==> run_1/m2.png <==
(10 px per um)
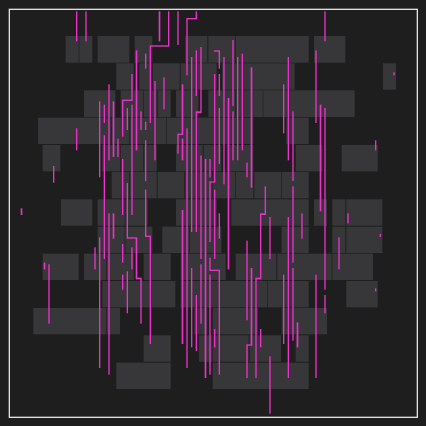
==> run_1/pinout.png <==
(6 px per um) Pins as bars across the die edge, other pins in gray.
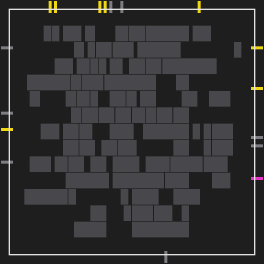
==> run_1/clock_wires.png <==
(12 px per um)
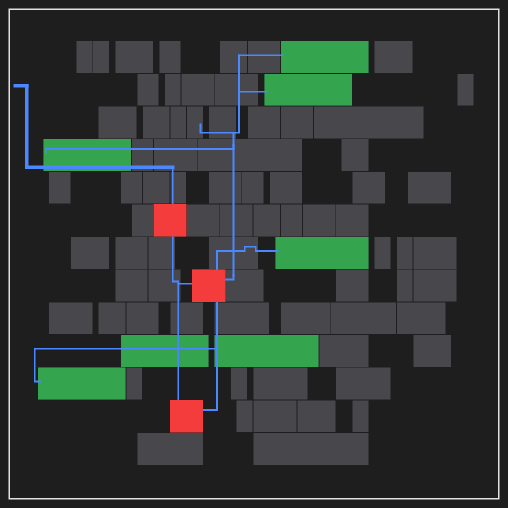
==> run_1/class_map.png <==
(10 px per um) Fill, decap, tap and diode cells in gray.
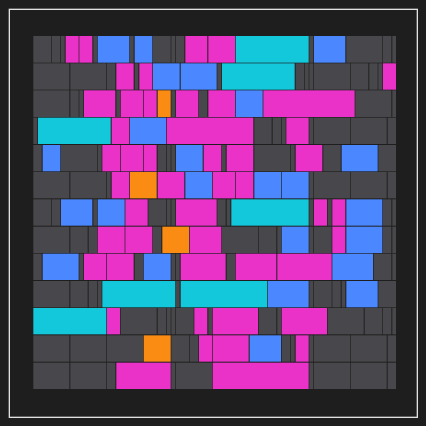
**src/rtl/keccak_round_ctrl.sv**
```systemverilog
// Round sequencer for the Keccak-f[1600] state register: one load cycle, ROUNDS round cycles, one done pulse.
// Defining KECCAK_CTRL_ABORT_EN adds the inAbort/outAborted pair for cancelling a running permutation.
module keccak_round_ctrl #(
   parameter int ROUNDS = 24
) (
   input  logic       inClk,
   input  logic       inRstN,
   input  logic       inStart,
   input  logic       inHold,
`ifdef KECCAK_CTRL_ABORT_EN
   input  logic       inAbort,
   output logic       outAborted,
`endif
   output logic [7:0] outRoundNumber,
   output logic       outLoad,
   output logic       outRoundEn,
   output logic       outLastRound,
   output logic       outBusy,
   output logic       outDone
);

   typedef enum logic [1:0] {
      IDLE  = 2'd0,
      LOAD  = 2'd1,
      ROUND = 2'd2,
      DONE  = 2'd3
   } state_t;

   localparam logic [4:0] LAST_ROUND = 5'(ROUNDS - 1);

   state_t     state;
   state_t     stateNext;
   logic [4:0] roundCnt;
   logic [4:0] roundCntNext;
   logic       abortReq;

`ifdef KECCAK_CTRL_ABORT_EN
   logic abortedP1;

   assign abortReq = inAbort;

   // Abort only cancels an active load/round phase; the pulse lags the request by one cycle.
   always_ff @(posedge inClk) begin
      if (!inRstN) begin
         abortedP1 <= 1'b0;
      end else begin
         abortedP1 <= inAbort && ((state == LOAD) || (state == ROUND));
      end
   end

   assign outAborted = abortedP1;
`else
   assign abortReq = 1'b0;
`endif

   always_ff @(posedge inClk) begin
      if (!inRstN) begin
         state    <= IDLE;
         roundCnt <= 5'd0;
      end else begin
         state    <= stateNext;
         roundCnt <= roundCntNext;
      end
   end

   always_comb begin
      stateNext    = state;
      roundCntNext = roundCnt;
      case (state)
         IDLE: begin
            roundCntNext = 5'd0;
            if (inStart) begin
               stateNext = LOAD;
            end
         end
         LOAD: begin
            roundCntNext = 5'd0;
            stateNext    = abortReq ? IDLE : ROUND;
         end
         ROUND: begin
            // Abort outranks hold; hold freezes everything else.
            if (abortReq) begin
               stateNext    = IDLE;
               roundCntNext = 5'd0;
            end else if (!inHold) begin
               if (roundCnt == LAST_ROUND) begin
                  stateNext    = DONE;
                  roundCntNext = 5'd0;
               end else begin
                  roundCntNext = roundCnt + 5'd1;
               end
            end
         end
         DONE: begin
            stateNext    = IDLE;
            roundCntNext = 5'd0;
         end
         default: begin
            stateNext    = IDLE;
            roundCntNext = 5'd0;
         end
      endcase
   end

   assign outRoundNumber = (state == ROUND) ? {3'b000, roundCnt} : 8'd0;
   assign outLoad        = (state == LOAD);
   assign outRoundEn     = (state == ROUND) && !inHold;
   assign outLastRound   = (state == ROUND) && (roundCnt == LAST_ROUND);
   assign outBusy        = (state != IDLE);
   assign outDone        = (state == DONE);

endmodule

```
**config.mk**
```make
export PLATFORM = sky130hd
export DESIGN_NAME = keccak_round_ctrl
export DESIGN_NICKNAME = d
export VERILOG_FILES = /design/src/rtl/keccak_round_ctrl.sv
export SDC_FILE = /design/constraint.sdc
export NUM_CORES = 1
export LEC_CHECK = 0
export CORE_MARGIN = 2
export CORE_UTILIZATION = 38
export DETAILED_ROUTE_END_ITERATION = 10
export PLACE_DENSITY = 0.8
export SYNTH_ARGS = -nofsm -noshare
export SYNTH_HDL_FRONTEND = slang
export SYNTH_SLANG_ARGS = --single-unit
```
**constraint.sdc**
```tcl
create_clock -name inClk -period 1.5 [get_ports inClk]
set_input_delay 0.15 -clock inClk [delete_from_list [all_inputs] [get_ports inClk]]
set_output_delay 0.15 -clock inClk [all_outputs]
set_load 0.02 [all_outputs]
```
==> job_summary.md, run 1 <==
### Yosys + OpenROAD results

| Metric | Value |
|---|---|
| Outcome | finished, final reports clean |
| Dpl ws | -0.07316 ns |
| Yosys top cell area share | 27.45% |
| Clock latency at the later pin of the worst-skew pair | 0.25 ns |
| CP max FO | 4 |
| Worst reg2reg path endpoint | state[1] |
| DP Cell Count | 94 |
| Wire length of the first global-routing pass | 1711 um |
| GR Layer Usage met1 | approximately a fifth |
| Required time of the critical path | roughly 1.4 ns |
| Die H | 40.65 um |
| Max-cap viol count | 0 |
| Hold Path Sink | roundCnt[4] |
| Vias in the first global route | 411 |
| Top cell types by occurrence after synthesis | sky130_fd_sc_hd__dfxtp_1 (7), sky130_fd_sc_hd__ha_1 (6), sky130_fd_sc_hd__inv_1 (5) |
| Met2 Use GR | about 25% |
| Library cell with the largest summed area after synthesis | sky130_fd_sc_hd__dfxtp_1 |
| IO Count | 17 |
| WP data arrival | 1.28 ns |
| Final cell count without fillers | 98 |
| Antenna violations before repair | 0 |
| Fin crit period | 1.427 ns |
| Instance area after placement | 719.4 um^2 |
| Via count of the routed design | 462 |
| Buffer count from post-CTS setup fixing | 0 |
| CTS tree | done |
| Final antenna diode count | 0 |
| Number of nets in the layout | 94 |
| Proportion of synthesized flip-flops having asynchronous set or reset | 0% |
| Setup slack after layout | 0.07324 ns |
| Peak ir drop on the vdd network | 0.0007441 V |
| Final Skew | between 0.008 and 0.009 ns |
| Leakage Power | 0.0003905 uW |
| Period Utilization, post-route | 95.12% |
| Maximum number of buffers from clock root to sink | 2 |
| Horizontal die dimension | about 41 um |
| Synthesized area | 510.5 um^2 |
| Final HPWL DP | 871.9 um |
| Port bufs | 13 |
| Worst slack on hold paths | 0.5702 ns |
| DRT Pass-1 Iters | 3 |
| Dominant cell by count in the synthesized netlist | sky130_fd_sc_hd__dfxtp_1 |
| Worst reg-to-reg setup slack | 0.10 ns |
| DRC marker count from the first detailed-route iteration | 9 |
| Hold Crit Start | roundCnt[4] |
| Critical register-to-register path startpoint | roundCnt[0] |
| Flop and latch count out of synthesis | 7 |
About m2.png:
nets with wire on the layer: 80
wire length on this layer: 649 um
longest straight run: 23.8 um
share of all routed wire: 54%

About pinout.png:
legend:
  `outLoad`:
    color: magenta
    pins: 1
    direction: output
    edge: right
  `outRoundNumber`:
    color: yellow
    pins: 8
    direction: output
    edge: 5 top, 2 right, 1 left
all pins by edge: 7 top, 5 right, 4 left, 1 bottom

About clock_wires.png:
legend:
  clock-net drivers:
    color: red
    count: 3
  flip-flops:
    color: green
    count: 7
  clock wires:
    color: blue
    length: 127 um
routed clock nets: 4

About class_map.png:
legend:
  remaining buffers and delay cells:
    color: blue
    cells: 24
    share_of_their_area: 27%
  remaining logic cells:
    color: magenta
    cells: 48
    share_of_their_area: 50%
  clock drivers and dummy loads:
    color: orange
    cells: 4
    share_of_their_area: 3.5%
  registers:
    color: cyan
    cells: 7
    share_of_their_area: 19%
Core Area: 1285 um^2
standard-cell row count: 13
final non-filler cell area: 775.7 um^2
Core Util, Final: 60.37%
flip-flop and latch share of the layout cell area: 18.71%

## run 1: where the power goes
| group | internal, uW | total [uW] | switching, uW |
|---|---|---|---|
| registers | 230 | 259 | 29.0 |
| clock network | 102 | 177 | 75.3 |
| logic | 330 | 638 | 308 |
| total | 662 | 1070 | 413 |
## run 1: how the worst max path moves through the flow
stage | slack [ns] | to | depth (start not counted) | start
4_1_cts | -0.001 | outBusy | 5 | state[1]
2_1_floorplan | 0.07 | state[0] | 5 | state[0]
3_5_place_dp | -0.07 | outLastRound | 5 | state[0]
6_report | 0.07 | outBusy | 5 | state[1]
3_3_place_gp | -0.04 | outLastRound | 5 | state[0]
5_1_grt | 0.003 | outBusy | 5 | state[1]
## run 1: per-stage QoR
stage / TNS (ns) / util, %
4_1_cts: -0.0009667 / 58.81
3_3_place_gp: -0.08284 / 55.99
2_1_floorplan: 0 / -
5_1_grt: 0 / 60.37
6_report: 0 / 60.37
3_5_place_dp: -0.4639 / 55.99
## run 1: layout by cell type (no fill, tap or decap), types with 4 or more instances in the layout
master and instances:
sky130_fd_sc_hd__and2_1 4, sky130_fd_sc_hd__dfxtp_1 5, sky130_fd_sc_hd__buf_4 9, sky130_fd_sc_hd__a21boi_0 4, sky130_fd_sc_hd__inv_1 4, sky130_fd_sc_hd__dlygate4sd2_1 5
## run 1: repair_timing
item                       4_1_cts  5_1_grt
resized                         18       13
pin swaps                        1        1
hold buffers                     0        0
setup endpoints to repair       16       11
hold endpoints to repair         0        0
## run 1: cell families (layout without fill, tap and decap cells)
| logic type | Yosys count | in the layout | share of synthesized area, % |
|---|---|---|---|
| buffers and inverters | 9 | 33 | 9.559 |
| AND-OR/OR-AND | 11 | 11 | 16.91 |
| multiplexers | 1 | 1 | 1.961 |
| flip-flops | 7 | 7 | 27.45 |
| other | 1 | 3 | 0.7346 |
| AND/OR/NAND/NOR | 21 | 21 | 26.96 |
| XOR/XNOR | 1 | 1 | 1.716 |
| adder cells (fa/ha/maj) | 6 | 6 | 14.71 |
## run 1: state kept, by name (all words and copies together) (netlist names)
name,cells
state,2
roundCnt,5
## run 1: final cells by class
cell class | instances | area, um^2
Clock buffer | 4 | 26.28
Fill cell | 116 | 509.2
Inverter | 5 | 18.77
Multi-Input combinational cell | 43 | 362.8
Sequential cell | 7 | 145.1
Tap cell | 15 | 18.77
Timing Repair Buffer | 24 | 203.9
## run 1: worst max-delay path, stage by stage (launching register included)
cell and delay [ns]:
sky130_fd_sc_hd__dfxtp_4 0.35, sky130_fd_sc_hd__buf_6 0.12, sky130_fd_sc_hd__inv_1 0.07, sky130_fd_sc_hd__ha_2 0.18, sky130_fd_sc_hd__inv_1 0.04, sky130_fd_sc_hd__clkdlybuf4s15_1 0.27
## run 1: layer usage
layer,routed length (um),share of wire [%],vias up
li1,-,-,238
met2,649,54,9
met1,512,42,213
met4,6,0.50,0
met3,38,3.2,2
met5,0,0,-
==> run_1/clock_nets.png <==
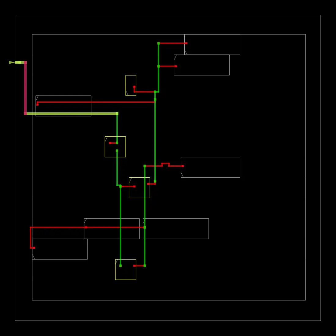

==> run 1 -> run 2 <==
--- a/config.mk
+++ b/config.mk
@@ -8,6 +8,7 @@
 export CORE_MARGIN = 2
 export CORE_UTILIZATION = 38
 export DETAILED_ROUTE_END_ITERATION = 10
+export GPL_TIMING_DRIVEN = 0
 export PLACE_DENSITY = 0.8
 export SYNTH_ARGS = -nofsm -noshare
 export SYNTH_HDL_FRONTEND = slang
==> run_2/clock_nets.png <==
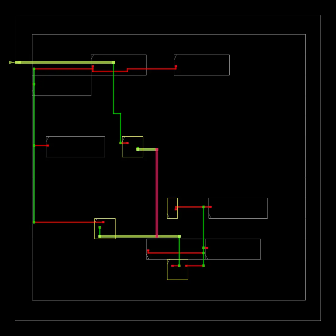
Final Skew: 0.008145 ns
TritonCTS buffer count: 3
clock latency at the later pin of the worst-skew pair: 0.26 ns
clock-net power: 180 uW

==> run_2/pinout.png <==
(6 px per um) Pins as bars across the die edge, other pins in gray.
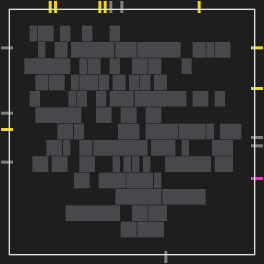
legend:
  `outRoundNumber`:
    color: yellow
    pins: 8
    direction: output
    edge: 5 top, 2 right, 1 left
  `outLoad`:
    color: magenta
    pins: 1
    direction: output
    edge: right
all pins by edge: 7 top, 5 right, 4 left, 1 bottom
horizontal die dimension: 40.65 um
Die H: 40.65 um
port bufs: 12

==> job_summary.md, run 2 <==
### Yosys + OpenROAD results

| Metric | Value |
|---|---|
| Fin crit period | 1.438 ns (+0.01075 ns) |
| CP max FO | 5 (+1) |
| Synthesized area | 510.5 um^2 (unchanged) |
| Wire length of the first global-routing pass | 1642 um (-4.0%) |
| Clk Tree Root Cell | sky130_fd_sc_hd__clkbuf_4 |
| Cells in synth_stat.txt | 57 |
| Cell with the biggest individual delay on the critical path | sky130_fd_sc_hd__dfxtp_2 |
| Area figure in the yosys stat output | 510.5 um^2 |
| Vias in the first global route | 331 (-19%) |
| Worst reg-to-reg setup slack | 0.12 ns (+0.02 ns) |
| Leakage Power | 0.0003388 uW (-13%) |
| DRT Pass-1 Iters | 2 (-1) |
| Library cell with the largest summed area after synthesis | sky130_fd_sc_hd__dfxtp_1 |
| Number of nets in the layout | 86 (-8.5%) |
| Final antenna diode count | 0 (unchanged) |
| # setup viols final | 0 |
| Period Utilization, post-route | 95.83% (+0.72 points) |
| Core Area | 1285 um^2 (unchanged) |
| Max-cap viol count | 0 (unchanged) |
| Maximum number of buffers from clock root to sink | 2 (unchanged) |
| WP data arrival | 1.29 ns (about the same) |
| Required time of the critical path | 1.35 ns (about the same) |
| Hold Crit Start | inRstN |
| Proportion of synthesized flip-flops having asynchronous set or reset | 0% (unchanged) |
| Cell type with the highest occurrence count on the critical path | sky130_fd_sc_hd__inv_1 |
| Standard-cell row count | 13 (unchanged) |
| Biggest registers after layout | roundCnt x5, state x2 |
| Fraction of layout instances using a drive strength above 1 | around 36% |
| Outcome | finished, final reports clean |
| Critical register-to-register path startpoint | state[0] |
| Worst R2R Path Depth | 5 |
| CTS tree | done |
| Flop and latch count out of synthesis | 7 (unchanged) |
| Worst reg2reg path endpoint | state[1] |
| Dominant cell by count in the synthesized netlist | sky130_fd_sc_hd__dfxtp_1 |
| Buffer count from post-CTS setup fixing | 0 (unchanged) |
| Hold Path Sink | state[0] |
| Biggest register | roundCnt |
| Final HPWL DP | 763.4 um (-12%) |
| Overall routing resource usage | roughly 16% |
| Largest stage delay, worst path | 0.38 ns (+0.03 ns) |
| Top cell types by occurrence after synthesis | sky130_fd_sc_hd__dfxtp_1 (7), sky130_fd_sc_hd__ha_1 (6), sky130_fd_sc_hd__inv_1 (5) |
| Total Power | 914.2 uW |
| DRC marker count from the first detailed-route iteration | 6 (-3) |
| Antenna violations before repair | 0 (unchanged) |
| Largest register FFs | 5 (unchanged) |
| Yosys top cell area share | 27.45% (unchanged) |
| IO Count | 17 (unchanged) |
| Placer Congestion | 0.8083 |
| Via count of the routed design | 443 (-4.1%) |
==> run 2: worst max-delay path by stage <==
stage / startpoint / endpoint / cells past startpoint / slack, ns
3_5_place_dp: state[0] / outLastRound / 5 / -0.25
3_3_place_gp: state[0] / outLastRound / 5 / -0.26
4_1_cts: state[0] / outRoundNumber[4] / 4 / 0.0004
2_1_floorplan: state[0] / state[0] / 5 / 0.07
5_1_grt: state[1] / outBusy / 4 / 0.008
6_report: state[1] / outBusy / 4 / 0.06
==> run 2: critical path: cells and delay by family, from the launching register on <==
kind / cells / cell delay (ns)
buffers and inverters: 3 / 0.44
flip-flops: 1 / 0.38
adder cells (fa/ha/maj): 1 / 0.22
==> run 2: final cells by class <==
cell class                      instances  area [um^2]
Tap cell                               15        18.77
Multi-Input combinational cell         43        357.8
Clock buffer                            4        26.28
Fill cell                             129        605.6
Sequential cell                         7        145.1
Timing Repair Buffer                   12        82.58
Inverter                                5        18.77
Buffer                                  4        30.03
==> run 2: cell families (layout without fill, tap and decap cells) <==
family	Yosys count	in the layout	share of synthesized area, %
simple gates	21	21	26.96
fa+ha+maj	6	6	14.71
buf+inv	9	25	9.559
compound gates	11	11	16.91
other cells	1	3	0.7346
flops	7	7	27.45
mux	1	1	1.961
xor+xnor	1	1	1.716
==> run 2: what timing repair did <==
item | 4_1_cts | 5_1_grt
resized | 27 | 11
hold buffers | 0 | 0
endpoints found under the setup margin | 17 | 10
==> run 2: metrics by stage <==
stage	std cells	instance area, um^2	setup TNS, ns	worst slack (ns)	hold slack, ns
6_report	90	679.4	0	0.06248	0.2154
5_1_grt	90	679.4	0	0.007669	0.2140
4_1_cts	90	710.7	0	0.0004106	0.2104
3_5_place_dp	86	656.9	-1.968	-0.2488	0.4780
3_3_place_gp	86	656.9	-1.749	-0.2605	0.4822
2_1_floorplan	59	518.0	0	0.06880	0.2804
==> run 2: power breakdown <==
part | total [uW] | internal, uW | switching (uW) | leakage [uW]
combinational | 460 | 207 | 254 | 0.000265
clock | 180 | 102 | 77.5 | 0.0000150
sequential | 274 | 227 | 47.6 | 0.0000585
total | 914 | 535 | 379 | 0.000339
==> run 2: layer usage <==
| metal | vias to the layer above | track usage, % | part of all wire [%] |
|---|---|---|---|
| li1 | 226 | - | - |
| met1 | 203 | 18.81 | 44 |
| met2 | 12 | 26.59 | 50 |
| met3 | 2 | 6.522 | 5.6 |
| met4 | 0 | 7.500 | 0.96 |
| met5 | - | 0 | 0 |
Power figures rest on the tool's default switching activity, not on a simulated workload.
